Fig. 1: run 1, clock wires, drivers and flops
Drawn at 6 px/micron.
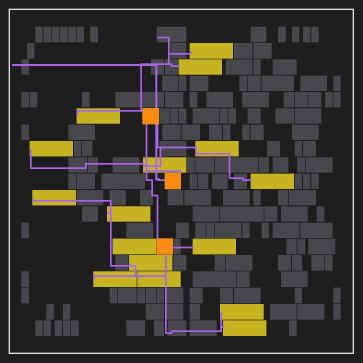
Fig. 2: run 1, clock wiring as the flow saved it
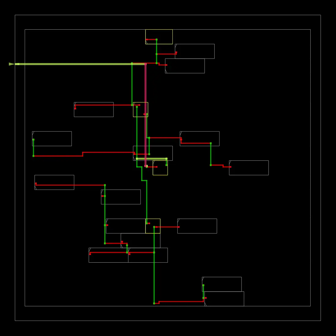
Fig. 3: run 1, signal wires on met1
Drawn at 4 px/micron. Supply wires on this layer in grey.
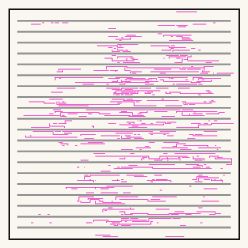
[config.mk]
export PLATFORM = sky130hd
export DESIGN_NAME = rob_alloc_ctrl
export DESIGN_NICKNAME = d
export VERILOG_FILES = /design/src/rtl/uarch_pkg.sv /design/src/rtl/rob_grant_logic.sv /design/src/rtl/rob_alloc_ctrl.sv
export SDC_FILE = /design/constraint.sdc
export NUM_CORES = 1
export LEC_CHECK = 0
export CAP_MARGIN = 10
export CORE_MARGIN = 1.5
export CORE_UTILIZATION = 55
export DETAILED_ROUTE_END_ITERATION = 10
export DONT_BUFFER_PORTS = 1
export PLACE_DENSITY = 0.73
export SETUP_SLACK_MARGIN = 0.5
export SLEW_MARGIN = 20
export SYNTH_ARGS = -nofsm -noshare
export SYNTH_HDL_FRONTEND = slang
export SYNTH_SLANG_ARGS = --single-unit
[constraint.sdc]
create_clock -name clk -period 8.8 [get_ports clk]
set_input_delay 1.76 -clock clk [delete_from_list [all_inputs] [get_ports clk]]
set_output_delay 1.76 -clock clk [all_outputs]
set_load 0.01 [all_outputs]
[src/rtl/uarch_pkg.sv]
// Shared micro-architecture sizing for the out-of-order core.
// Pipeline width, ROB geometry and small helpers used across stages.
package uarch_pkg;

   localparam int PIPE_WIDTH = 2;
   localparam int ROB_DEPTH  = 32;
   localparam int TAG_WIDTH  = $clog2(ROB_DEPTH);
   localparam int CNT_WIDTH  = TAG_WIDTH + 1;

   typedef logic [TAG_WIDTH-1:0] rob_tag_t;
   typedef logic [CNT_WIDTH-1:0] rob_cnt_t;

   function automatic rob_cnt_t popcnt(
      input logic [PIPE_WIDTH-1:0] v
   );
      rob_cnt_t n;
      n = '0;
      for (int i = 0; i < PIPE_WIDTH; i++) begin
         n = n + rob_cnt_t'(v[i]);
      end
      return n;
   endfunction

endpackage

[src/rtl/rob_grant_logic.sv]
// Combinational ROB free-space check, in-order grant vector and tags.
// Slot i needs room for itself plus every requesting slot below it.
module rob_grant_logic
   import uarch_pkg::*;
(
   input  logic                                 i_flush,
   input  logic [PIPE_WIDTH-1:0]                i_req,
   input  rob_cnt_t                             i_count,
   input  rob_tag_t                             i_tail,
   output logic [PIPE_WIDTH-1:0]                o_gnt,
   output logic [PIPE_WIDTH-1:0][TAG_WIDTH-1:0] o_tags,
   output rob_cnt_t                             o_ngnt
);

   rob_cnt_t w_free;

   assign w_free = rob_cnt_t'(ROB_DEPTH) - i_count;

   always_comb begin
      rob_cnt_t w_need;
      w_need = '0;
      o_gnt  = '0;
      o_tags = '0;
      o_ngnt = '0;
      for (int i = 0; i < PIPE_WIDTH; i++) begin
         // tag skips only slots that actually request
         o_tags[i] = i_tail + w_need[TAG_WIDTH-1:0];
         w_need    = w_need + rob_cnt_t'(i_req[i]);
         o_gnt[i]  = i_req[i] && !i_flush
                     && (w_free >= w_need);
         o_ngnt    = o_ngnt + rob_cnt_t'(o_gnt[i]);
      end
   end

endmodule

[src/rtl/rob_alloc_ctrl.sv]
// ROB allocation control: head/tail/count bookkeeping and rename grants.
// Optional stall counter enabled by defining ROB_ALLOC_STATS_EN.
module rob_alloc_ctrl
   import uarch_pkg::*;
(
   input  logic                                 clk,
   input  logic                                 rst,
   input  logic                                 flush,
   input  logic [PIPE_WIDTH-1:0]                alloc_req,
   input  logic                                 alloc_fire,
   output logic [PIPE_WIDTH-1:0]                alloc_gnt,
   output logic [PIPE_WIDTH-1:0][TAG_WIDTH-1:0] alloc_tags,
   input  logic [PIPE_WIDTH-1:0]                commit_valid,
   output logic [TAG_WIDTH-1:0]                 head_tag,
   output logic [TAG_WIDTH-1:0]                 tail_tag,
   output logic [TAG_WIDTH:0]                   count,
   output logic                                 full,
   output logic                                 empty,
   output logic [31:0]                          stall_cycles
);

   rob_tag_t r_head;
   rob_tag_t r_tail;
   rob_cnt_t r_count;

   rob_cnt_t w_ngnt;
   rob_cnt_t w_nalloc;
   rob_cnt_t w_ncommit_raw;
   rob_cnt_t w_ncommit;

   rob_grant_logic u_grant (
      .i_flush (flush),
      .i_req   (alloc_req),
      .i_count (r_count),
      .i_tail  (r_tail),
      .o_gnt   (alloc_gnt),
      .o_tags  (alloc_tags),
      .o_ngnt  (w_ngnt)
   );

   assign w_nalloc      = alloc_fire ? w_ngnt : '0;
   assign w_ncommit_raw = popcnt(commit_valid);
   // never retire more entries than are live
   assign w_ncommit     = (w_ncommit_raw > r_count)
                          ? r_count : w_ncommit_raw;

   always_ff @(posedge clk) begin
      if (rst || flush) begin
         r_head  <= '0;
         r_tail  <= '0;
         r_count <= '0;
      end else begin
         r_tail  <= r_tail + w_nalloc[TAG_WIDTH-1:0];
         r_head  <= r_head + w_ncommit[TAG_WIDTH-1:0];
         r_count <= r_count + w_nalloc - w_ncommit;
      end
   end

   assign head_tag = r_head;
   assign tail_tag = r_tail;
   assign count    = r_count;
   assign full     = (r_count == rob_cnt_t'(ROB_DEPTH));
   assign empty    = (r_count == '0);

`ifdef ROB_ALLOC_STATS_EN
   logic [31:0] r_stall;

   always_ff @(posedge clk) begin
      if (rst) begin
         r_stall <= '0;
      end else if (!flush
                   && (alloc_req & ~alloc_gnt) != '0
                   && r_stall != '1) begin
         r_stall <= r_stall + 32'd1;
      end
   end

   assign stall_cycles = r_stall;
`else
   assign stall_cycles = '0;
`endif

   a_fire_all_granted: assert property (
      @(posedge clk) disable iff (rst || flush)
      alloc_fire |-> ((alloc_req & ~alloc_gnt) == '0));

   a_commit_prefix: assert property (
      @(posedge clk) disable iff (rst)
      (commit_valid
       & (commit_valid + PIPE_WIDTH'(1))) == '0);

endmodule

==> results.txt, run 1 <==
flow finished, numbers: die width=around 57 microns, TritonRoute pass-1 iters=4, Lkg Pwr=0.7610 nW, number of cells in Yosys stat=181, power in combinational cells=0.000242 W, final antenna diode count=0, Core ar.=0.002758 sq mm, GRT Resource Usage Total=16.94%, slew at the pin closest to its max-slew limit=503.7 ps, top cell type by total area after synthesis=sky130_fd_sc_hd__ha_1, via count of the first global-routing pass=~990, clock tree from TritonCTS=done, Root Buffer=sky130_fd_sc_hd__clkbuf_4, Reg power frac=27.0%, number of cell rows=19, result of the run=completed, largest net degree at the start of global routing=12, first-pass GRT wire length=~4300 microns, final cycle utilization of the critical path=about half, clock slew at reported path FFs=90 ps, count of endpoints failing setup in the final report=0, worst vdd ir=0.1950 mV, number of buffers created by CTS=3, PortBufs=0, synthesized area divided by synthesized cell count=8.897 sq um, post-route DRC violation count=0, buffers from clock root to sink, at most=2, final setup TNS=0 ps, maximum fanout encountered on the critical timing path=4, top post-synthesis cells by area=sky130_fd_sc_hd__ha_1, sky130_fd_sc_hd__dfxtp_1, sky130_fd_sc_hd__buf_4, post-detailed-route count of antenna-violating nets=0, highest-power group=combinational logic, Slew Limit Headroom=66.30%, number of buffers inserted by hold repair at cts=0, critical path endpoint category=output pin, die span in y=57.11 microns, total I/O pin count=70, distinct cell type count of the synthesized netlist=38, Hold/Removal Path Class=flop to flop, RD Place Congestion=between 0.8 and 0.9, number of endpoints with negative hold slack in the final report=0, data arrival time at the worst-slack endpoint=2740 ps, category of the critical setup timing path=primary input to output pin, highest clock rate=222.1 MHz, area fraction of the dominant cell type after synthesis=20.20%, kind of start point of the critical path=primary input
Notes on Fig. 1 above:
- orange: clock drivers (count 3)
- yellow: flip-flops (count 16)
- purple: clock wires (length 244 microns)
- routed clock nets: 4
Clock power frac: 12.4%
Setup Skew: 7.225 ps
clock network power: 0.0000497 W
Latency at later pin: 290 ps

Notes on Fig. 2 above:
number of sequential cells in the layout: 16
Clock Sink Count: 16
clock buffer instance count of the final layout: 4

Notes on Fig. 3 above:
- nets with wire on the layer: 189
- wire length on this layer: 1200 microns
overall routed net length: 2724 microns
overall via count from detail_route: 1082
met1 global-route usage: 22.13%

==> run 1: layout make-up <==
cell class / instances / area, sq um / area share, %
Sequential cell: 16 / 320.3 / 21.09
Tap cell: 31 / 38.79 / 2.554
Clock buffer: 4 / 36.28 / 2.389
Multi-Input combinational cell: 146 / 1079 / 71.00
Inverter: 12 / 45.04 / 2.965
==> run 1: final timing paths <==
path                                    from      endpoint  slack [ps]  cells past startpoint
worst max register to register      count[0]      count[5]        5050                     14
worst max-delay path            alloc_req[0]  alloc_gnt[1]        4300                      5
worst min register to register   tail_tag[4]   tail_tag[4]         680                      2
worst min-delay path             tail_tag[4]   tail_tag[4]         680                      2
==> run 1: cell usage in the layout (no fill, tap or decap), drive strengths merged, types with 2 or more instances in the layout <==
master | Yosys | routed
o21ai | 3 | 3
nand2b | 2 | 2
a21o | 3 | 3
a21oi | 7 | 7
ha | 26 | 26
nand2 | 6 | 6
nor2 | 14 | 14
conb | 1 | 32
inv | 12 | 12
and3 | 3 | 3
xnor2 | 9 | 9
clkbuf | 0 | 4
and2 | 9 | 9
a311oi | 2 | 2
or3 | 2 | 2
o211ai | 2 | 2
fa | 4 | 4
nand3 | 4 | 4
nor2b | 3 | 3
xor2 | 3 | 3
dfxtp | 16 | 16
==> run 1: cells in the mapped netlist, drive strengths merged <==
cell type  instances
nor2              14
o211ai             2
ha                26
nor4               1
a21o               3
fa                 4
nand3              4
or4                1
nand4              1
nor3b              1
or3                2
or2                1
nand2b             2
o21bai             1
nand2              6
o2111ai            1
and3               3
o21a               1
xor2               3
a2bb2oi            1
xnor2              9
dfxtp             16
xnor3              1
inv               12
conb               1
and4               1
buf               38
nor2b              3
o21ai              3
and2               9
a21oi              7
nor3               1
a311oi             2
==> run 1: state kept, by name, summed over array words and instances (netlist names) <==
name      cells
tail_tag      5
count         6
head_tag      5
==> run 1: per-stage QoR <==
step	cell area, sq um	std cells	setup WS, ps	total power [W]	util [%]
finish	1519	209	4298	0.0003999	55.08
global route	1519	209	4111	0.0004388	55.08
CTS	1519	209	4286	0.0004004	55.08
detailed placement	1483	205	4013	0.0003495	53.77
global placement	1483	205	4083	0.0003359	53.77
floorplan	1727	212	4234	0.0003137	-
==> run 1: metal layers <==
layer	vias to the layer above	global-route usage (%)	routed length, microns
met1	512	22.13	1201
li1	535	-	-
met5	-	0	0
met3	2	3.401	177
met2	33	28.41	1326
met4	0	4.983	19
==> run 1: critical path, cell delays in order <==
cell and delay [ps]:
sky130_fd_sc_hd__ha_1 270, sky130_fd_sc_hd__ha_1 260, sky130_fd_sc_hd__nand2b_1 90, sky130_fd_sc_hd__a21oi_1 60, sky130_fd_sc_hd__a21oi_1 300
==> run 1: cell families (layout without fill, tap and decap cells) <==
kind of cell               count (synthesis)  after routing  synth area share [%]
buffers and inverters                     50             16                 20.36
adders and majority gates                 30             30                 25.17
other                                      1             32                0.2329
DFF                                       16             16                 19.89
and+or+nand+nor                           50             50                 16.55
xor gates and xnor gates                  13             13                 7.926
AOI/OAI and AO/OA                         21             21                 9.868
==> run 2, diff against run 1 <==
--- a/config.mk
+++ b/config.mk
@@ -10,7 +10,7 @@
 export CORE_UTILIZATION = 55
 export DETAILED_ROUTE_END_ITERATION = 10
 export DONT_BUFFER_PORTS = 1
-export PLACE_DENSITY = 0.73
+export PLACE_DENSITY = 0.76
 export SETUP_SLACK_MARGIN = 0.5
 export SLEW_MARGIN = 20
 export SYNTH_ARGS = -nofsm -noshare
==> constraint.sdc (replaced) <==
create_clock -name clk -period 4 [get_ports clk]
set_input_delay 0.8 -clock clk [delete_from_list [all_inputs] [get_ports clk]]
set_output_delay 0.8 -clock clk [all_outputs]
set_load 0.01 [all_outputs]
==> run 2 against run 1 <==
Against the previous run: first-iteration DRC count stayed put; design area is 5.0% higher; synthesized cell count unchanged; final cell count stayed put; sequential share of layout area is 0.22 points lower; largest power group unchanged; highest routed layer unchanged.
==> results.txt, run 2 <==
flow finished, numbers: buffers from clock root to sink, at most=2 (unchanged), die width=57.11 microns (unchanged), Post-Place Cell Area=0.001509 sq mm (+1.8%), maximum fanout encountered on the critical timing path=7 (+3), startpoint of the worst setup timing path=count[2], Synth top cell by count=sky130_fd_sc_hd__buf_4, via count of the first global-routing pass=1101 (+11%), GRT Resource Usage Total=18.68% (+1.7 points), area fraction of the dominant cell type after synthesis=20.20% (unchanged), RD Place Congestion=0.8747 (-1.6%), top post-synthesis cells by area=sky130_fd_sc_hd__ha_1, sky130_fd_sc_hd__dfxtp_1, sky130_fd_sc_hd__buf_4, first-pass GRT wire length=4629 microns (+6.7%), category of the critical setup timing path=flop to flop, PortBufs=0 (unchanged), result of the run=completed, share of async-settable or async-resettable flops after synthesis=0% (unchanged), Hold/Removal Path Class=flop to flop, count of endpoints failing setup in the final report=0 (unchanged), xor and xnor fraction of the mapped netlist area=7.925% (unchanged), worst vdd ir=0.5120 mV (+160%), kind of start point of the critical path=flop, largest net degree at the start of global routing=12 (unchanged), TritonRoute pass-1 iters=4 (unchanged), overall via count from detail_route=1096 (+1.3%), Final Instance Area=0.001595 sq mm (+5.0%), clock slew at reported path FFs=90 ps (about the same), number of cells in Yosys stat=181 (unchanged), die span in y=57.11 microns (unchanged), mux cell area share after synthesis=0% (unchanged), final cycle utilization of the critical path=84.96%, final antenna diode count=0 (unchanged), highest clock rate=294.3 MHz, post-detailed-route count of antenna-violating nets=0 (unchanged), distinct cell type count of the synthesized netlist=38 (unchanged), Root Buffer=sky130_fd_sc_hd__clkbuf_4, crit path to=count[5]
==> run 2: cell counts after synthesis <==
Identical to the previous run, type by type.
==> run 2: per-layer routing <==
metal	share of wire, %	up-vias	track usage (%)
li1	-	532	-
met1	38	513	18.26
met2	51	45	32.02
met3	9.2	6	9.070
met4	1.8	0	10.63
met5	0	-	0
==> run 2: worst max-delay path, stage by stage, from the launching register on <==
cell	delay [ps]
sky130_fd_sc_hd__dfxtp_4	400
sky130_fd_sc_hd__or3_1	410
sky130_fd_sc_hd__and3_4	210
sky130_fd_sc_hd__a2bb2oi_4	150
sky130_fd_sc_hd__a311oi_4	330
sky130_fd_sc_hd__ha_2	220
sky130_fd_sc_hd__and2_4	160
sky130_fd_sc_hd__fa_1	460
sky130_fd_sc_hd__ha_1	300
sky130_fd_sc_hd__a21o_1	120
sky130_fd_sc_hd__a21oi_2	80
sky130_fd_sc_hd__or3_1	370
sky130_fd_sc_hd__o211ai_1	110
==> run 2: metrics by stage <==
| step | setup slack, ps | cells | power, W | hold slack [ps] |
|---|---|---|---|---|
| 6_report | 601.6 | 209 | 0.0009512 | 662.9 |
| 5_1_grt | 493.7 | 209 | 0.001046 | 709.7 |
| 4_1_cts | 543.0 | 209 | 0.0009178 | 683.3 |
| 3_5_place_dp | 353.6 | 205 | 0.0007968 | 659.6 |
| 3_3_place_gp | 404.9 | 205 | 0.0007740 | 643.9 |
| 2_1_floorplan | 507.9 | 212 | 0.0007162 | 599.7 |
==> run 2: how the worst min path moves through the flow <==
stage	slack, ps	from	to
6_report	660	count[0]	count[0]
5_1_grt	710	count[0]	count[0]
4_1_cts	680	tail_tag[4]	tail_tag[4]
3_5_place_dp	660	tail_tag[4]	tail_tag[4]
3_3_place_gp	640	head_tag[0]	head_tag[0]
2_1_floorplan	600	tail_tag[4]	tail_tag[4]
==> run 2: cells by family after synthesis <==
| group | after synthesis |
|---|---|
| xor+xnor | 13 |
| fa+ha+maj | 30 |
| simple gates | 50 |
| buf+inv | 50 |
| flops | 16 |
| compound gates | 21 |
| other cells | 1 |
==> run 2: power by group <==
part           internal [W]  leakage, nW  switching (W)  total [W]
Combinational      0.000263        0.621       0.000327   0.000590
Clock             0.0000556       0.0210      0.0000534   0.000109
Sequential         0.000194        0.133      0.0000572   0.000252
Total              0.000513        0.775       0.000438   0.000951
==> run 2: cell type report <==
class	instances	area, sq um	area share (%)
clock buffers	4	36.28	2.275
inverters	12	45.04	2.824
multi-input cells	146	1142	71.61
flip-flops and latches	16	332.8	20.86
well taps	31	38.79	2.431
==> run 2: timing repair <==
action,CTS,global route
buffers inserted,0,0
gates resized,5,8
pin swaps,1,3
setup endpoints to repair,3,3
Fig. 4: run 2, clock wiring as the flow saved it
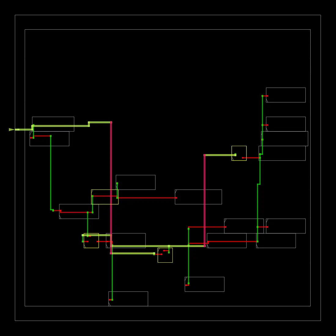
clock network power: 0.000109 W
number of buffers created by CTS: 3
Latency at later pin: 300 ps
Setup Skew: 2.367 ps

Fig. 5: run 2, clock wires, drivers and flops
Drawn at 6 px/micron.
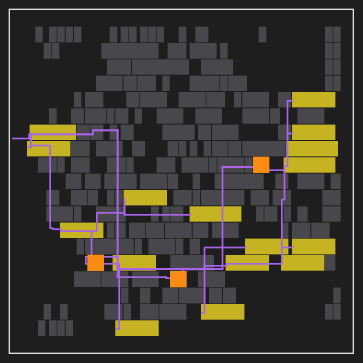
Clock power frac: 11.5%

==> run 3, diff against run 2 <==
==> constraint.sdc (replaced) <==
create_clock -name clk -period 3.07 [get_ports clk]
set_input_delay 0.614 -clock clk [delete_from_list [all_inputs] [get_ports clk]]
set_output_delay 0.614 -clock clk [all_outputs]
set_load 0.01 [all_outputs]
==> run 3 against run 2 <==
Against the previous run: via count increased by 11%; largest power group unchanged; critical path type unchanged; the run now ends with negative setup slack left; synthesized area unchanged; die size unchanged; critical endpoint unchanged; count of clock-buffer cells in the layout unchanged; hold slack got worse by 2.9 ps; combinational power increased by 100%; clock power increased by 38%; routed wire length increased by 25%; critical path depth increased by 2.
==> results.txt, run 3 <==
flow finished, numbers: Synth top cell by count=sky130_fd_sc_hd__buf_4, top post-synthesis cells by area=sky130_fd_sc_hd__ha_1, sky130_fd_sc_hd__dfxtp_1, sky130_fd_sc_hd__buf_4, number of buffers created by CTS=3 (unchanged), result of the run=finished, violations left, RD Place Congestion=0.7587 (-13%), via count of the first global-routing pass=1231 (+12%), violated checks=negative setup slack, buffers from clock root to sink, at most=2 (unchanged), final cycle utilization of the critical path=104.6% (+20 points), first-pass GRT wire length=5423 microns (+17%), crit path setup slack, layout=-141.3 ps (-742.9 ps), area fraction of the dominant cell type after synthesis=20.20% (unchanged), flip-flop and latch area=326.6 sq um (-1.9%), Fin Hold WS=660.0 ps (-2.925 ps), Internal=0.0009210 W (+79%), TritonRoute pass-1 iters=4 (unchanged), Clock power frac=9.2% (-2.3 points), highest clock rate=311.4 MHz (+5.8%), share of async-settable or async-resettable flops after synthesis=0% (unchanged), final antenna diode count=0 (unchanged), largest net degree at the start of global routing=12 (unchanged), number of buffers inserted by hold repair at cts=0, #FFs+latches synth=16, most numerous logic cell after layout=sky130_fd_sc_hd__conb_1, net load switching power=0.0007172 W (+64%), die span in y=57.11 microns (unchanged), Root Buffer=sky130_fd_sc_hd__clkbuf_4, initial antenna violation count=0, worst vdd ir=0.7764 mV (+52%), overall via count from detail_route=1222 (+11%), Setup Skew=3.486 ps (+1.120 ps), clock slew at reported path FFs=100 ps (about the same), post-detailed-route count of antenna-violating nets=0 (unchanged), die width=57.11 microns (unchanged), Reg power frac=17.8% (-8.7 points), Switching Fraction=43.78% (-2.2 points), distinct cell type count of the synthesized netlist=38 (unchanged), Hold/Removal Path Class=primary input to flop, GRT Resource Usage Total=21.16% (+2.5 points), category of the critical setup timing path=flop to flop, combinational cell area excluding buffers and inverters=0.001339 sq mm (+17%), maximum fanout encountered on the critical timing path=4 (-3), count of endpoints failing setup in the final report=4 (+4)
-- run 3: path summary, 6_finish.rpt --
path | start | end | slack (ps) | cells after the start
worst max-delay path | count[2] | count[5] | -140 | 14
worst min-delay path | rst | count[1] | 660 | 2
worst max register to register | count[2] | count[5] | -140 | 14
worst min register to register | tail_tag[4] | tail_tag[4] | 680 | 2
-- run 3: power by group through the flow --
| stage | registers (W) | clock network, W | logic (W) |
|---|---|---|---|
| after floorplan | 0.000305 | 0 | 0.000711 |
| after global placement | 0.000292 | 0 | 0.000934 |
| after detailed placement | 0.000295 | 0 | 0.000992 |
| after CTS | 0.000289 | 0.000148 | 0.00108 |
| after global routing | 0.000297 | 0.000160 | 0.00130 |
| final | 0.000292 | 0.000150 | 0.00120 |
-- run 3: cells by family after synthesis --
logic type | after synthesis | synth area share [%]
flops | 16 | 19.89
other cells | 1 | 0.2329
simple gates | 50 | 16.55
xor+xnor | 13 | 7.926
buf+inv | 50 | 20.36
compound gates | 21 | 9.868
fa+ha+maj | 30 | 25.17
-- run 3: metrics by stage --
stage          cells  util [%]  instance area, sq um  worst slack (ps)
2_1_floorplan    212         -                  1893            -83.59
6_report         237     73.41                  2024            -141.3
3_3_place_gp     227     65.79                  1814            -131.5
4_1_cts          235     69.51                  1917            -111.1
3_5_place_dp     227     65.79                  1814            -177.6
5_1_grt          237     73.41                  2024            -268.4
-- run 3: metal layers --
layer | vias to the layer above | wire length (microns) | track usage [%]
met3 | 4 | 172 | 5.896
li1 | 588 | - | -
met5 | - | 0 | 0
met2 | 39 | 2016 | 40.39
met4 | 0 | 34 | 6.312
met1 | 591 | 1299 | 22.33
-- run 3: worst max-delay path, cell delays in order (launching register included) --
cell and delay [ps]:
sky130_fd_sc_hd__dfxtp_2 370, sky130_fd_sc_hd__inv_1 70, sky130_fd_sc_hd__ha_1 220, sky130_fd_sc_hd__nor3b_2 210, sky130_fd_sc_hd__o21ai_2 100, sky130_fd_sc_hd__a2bb2oi_4 210
sky130_fd_sc_hd__a311oi_4 140, sky130_fd_sc_hd__ha_4 170, sky130_fd_sc_hd__and2_4 140, sky130_fd_sc_hd__fa_1 590, sky130_fd_sc_hd__ha_1 250, sky130_fd_sc_hd__a21o_1 190
sky130_fd_sc_hd__a21oi_2 200, sky130_fd_sc_hd__or3_1 140, sky130_fd_sc_hd__o211ai_1 80
-- run 3: cell type report --
cell class / instances / share of cell area [%]
Multi-Input combinational cell: 146 / 66.13
Tap cell: 31 / 1.916
Inverter: 12 / 2.349
Sequential cell: 16 / 16.13
Timing Repair Buffer: 28 / 11.68
Clock buffer: 4 / 1.792
-- run 3: what timing repair did --
item,4_1_cts,5_1_grt
hold endpoints to repair,0,0
resized,6,19
pin swaps,13,12
endpoints found under the setup margin,11,13
buffers inserted,4,2
gates cloned,0,0
Fig. 6: run 3, M3 wires
Drawn at 8 px/micron.
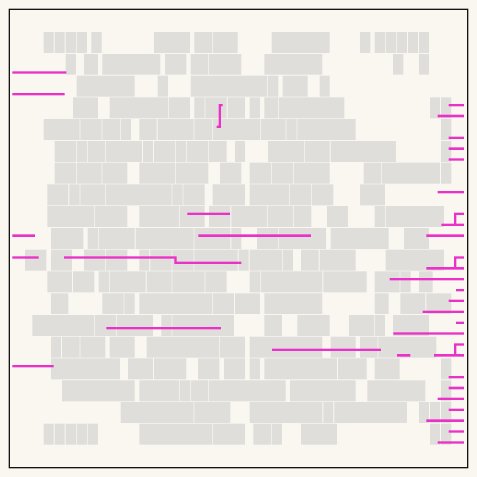
- longest straight run: 14.0 microns
- main direction: horizontal
- nets with wire on the layer: 31
overall routed net length: 3523 microns
grt met3 use: 5.896%

Fig. 7: run 3, clock wiring as the flow saved it
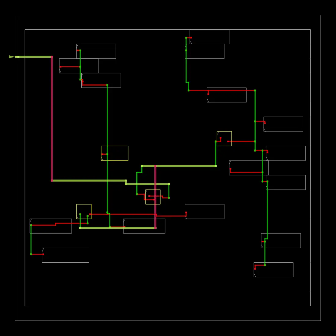
clock network power: 0.000150 W
Latency at later pin: 310 ps

No activity file was given, so power comes from the tool's default toggle rates.
